detail.png
The bar under the picture is 5 µm long. Window x 22 to 42, y 44 to 64 µm. Cells in grey, sequential cells in the stronger grey; small squares are vias.
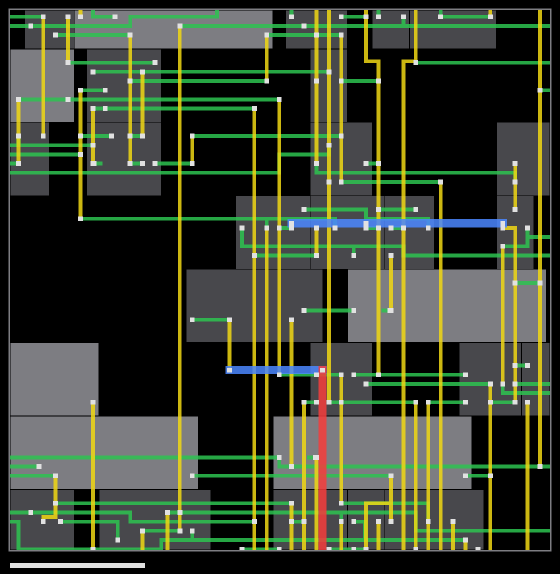
io_fan.png
The bar under the picture is 20 µm long.
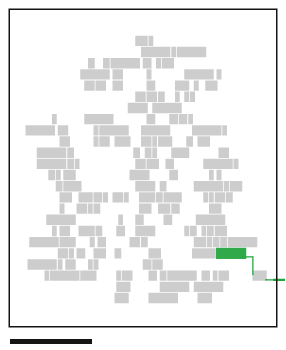
==> config.mk <==
export PLATFORM = sky130hd
export DESIGN_NAME = button_enable_gen
export DESIGN_NICKNAME = d
export VERILOG_FILES = /design/src/rtl/button_enable_gen.sv
export SDC_FILE = /design/constraint.sdc
export NUM_CORES = 1
export LEC_CHECK = 0
export CORE_ASPECT_RATIO = 1.2
export CORE_MARGIN = 2
export CORE_UTILIZATION = 30
export DETAILED_ROUTE_END_ITERATION = 10
export PLACE_DENSITY = 0.42
export REMOVE_ABC_BUFFERS = 1
export SLEW_MARGIN = 40
export SYNTH_ARGS = -nofsm -noshare
export SYNTH_HDL_FRONTEND = slang
export SYNTH_SLANG_ARGS = --single-unit
==> constraint.sdc <==
create_clock -name clock_i -period 2.49 [get_ports clock_i]
set_input_delay 0.3735 -clock clock_i [delete_from_list [all_inputs] [get_ports clock_i]]
set_output_delay 0.3735 -clock clock_i [all_outputs]
set_load 0.01 [all_outputs]
==> results.cfg <==
; generated from flow reports
[run_status]
status = finished, final reports clean

[logic_synthesis]
adder_share = 0.009425
synth-edff-count = 0
ys_top_logic_family = simple AND/OR/NAND/NOR gates
yosys.area_share.xor_xnor = 0.05278
synth_area_um2 = 1328
topCellsByArea = dfxtp_1 (39%), nor2_1 (5.9%), nand2_1 (4.8%)
yosys_area_um2 = 1328
ys_ff = 26
aoi_share = 0.1395
ys_cells = 158
largest_area_cell = dfxtp_1
yosys_warnings = 0
mux_area_frac = 0.04147
syn_avg_cell_area_um2 = 8.402
syn_inst = 158
async_reset_ff_frac = 0

[setup_path]
critPathKind = reg -> reg
critical-path-max-stage-delay_ns = 0.53
cp_slowest_cell = or4_1
r2r_cells = 6
path_cells = ha_1, and3_1, and4_4, a21o_2, or4_1, a21oi_1
cp_max_fo = 16
critPathTopFamily = simple AND/OR/NAND/NOR gates
cp_num_cells = 6
rrSetupSlack_ns = 0.45
start_kind = flop

[clock_network]
clock_sinks = 26
clock-root-buffer = clkbuf_8
cts_buffers = 3
cts_buffer_depth = 2
htreeDepth = 1
post_cts_buffers = 0
holdBufCountCts = 0
path_clk_slew_ns = 0.09

[final_timing]
hold_viol = 0
slew_headroom = 0.5722
rsz0062_at_grt = false
setup_slack_ns = 0.4482
fin_crit_sh = 0.8200
slew_violations = 0
min_period_ns = 2.042
clock.fmax_mhz = 489.8
max_slew.worst_pin.slew_ns = 0.6386

[global_route]
grt_max_degree = 17
gr-total-overflow = 0
grtUsageTotal = 0.1370
grt_pass1_wl_um = 5347
antenna_found_initial = 0
grt_pass1_vias = 1069

[die]
chipArea_um2 = 4975
rows = 26
die_h_um = 76.87
die_w_um = 64.73
tapCellCount = 56
initCoreUtil = 0.3115

[power]
clkPwrFrac = 0.370
pg_seq_w = 0.000426
p_seq_frac = 0.571
power_density_nw_per_um2 = 500.2
p_switching_w = 0.0001661

[placement]
dpl_cell_area_um2 = 1438
hpwlAfterDp_um = 2218

[cells_and_area]
antenna_cells = 0
final_area_um2 = 1493
fin_nets = 168
fin_cells = 219
area_delta_synth_final_pct = 12.44
n_all_buffers = 7
final_util = 0.3503
multiInputGateArea_um2 = 773.2
largest_register_ffs = 20
nFillCells = 455
largestClassByArea = multi-input combinational cells
nonClkBufAreaFrac = 0.04191
logic_gates = 123
seq_share = 0.3487
regArea_um2 = 520.5
comb_area_frac = 0.5180
inv_count = 3

[detailed_routing]
drc_errors = 0
wire_per_inst_um = 14.14
vias_per_cell = 5.279
ant_nets = 0
firstDrtPassIters = 4

[worst_hold_path]
whs_path_depth = 1
min_path_type = reg -> reg

[flow_run]
warnings = 25
Back to the opening pictures, detail.png:
blue -> metal 3
yellow -> metal 2
green -> metal 1
red -> metal 4
sequential cells in the window = 4
most frequent = nand2_1 (4), dfxtp_1 (4), or4_1 (3)
cells with their middle in the window = 26

Back to the opening pictures, io_fan.png:
green -> enable_o  # bits 1, direction output, edge right, end cells 1, buffers 1, wire 8.00 µm
port buffer count: 4
I/O Pins: 5

==> cells in the final DEF (no fill, tap or decap), types with 2 or more instances in the layout <==
cell type / count
dfxtp_1: 26
nor2_1: 21
nand2_1: 17
nand3_1: 10
nand4_1: 7
a21oi_1: 7
nor4_1: 6
a22oi_1: 6
xor2_1: 5
mux2_2: 4
or4_1: 4
clkbuf_8: 4
clkdlybuf4s50_1: 4
o211ai_1: 3
nor3_1: 3
o31ai_1: 3
buf_4: 3
and4_1: 2
inv_1: 2
nor2b_1: 2
xnor2_1: 2
o21ai_1: 2
nand4b_1: 2
==> per-layer routing <==
metal	share of wire	wire length, µm	track usage	vias up
li1	-	-	-	595
met1	0.51	1570	0.1864	548
met2	0.46	1426	0.2134	8
met3	0.014	42	0.01760	5
met4	0.018	57	0.06170	0
met5	0	0	0	-
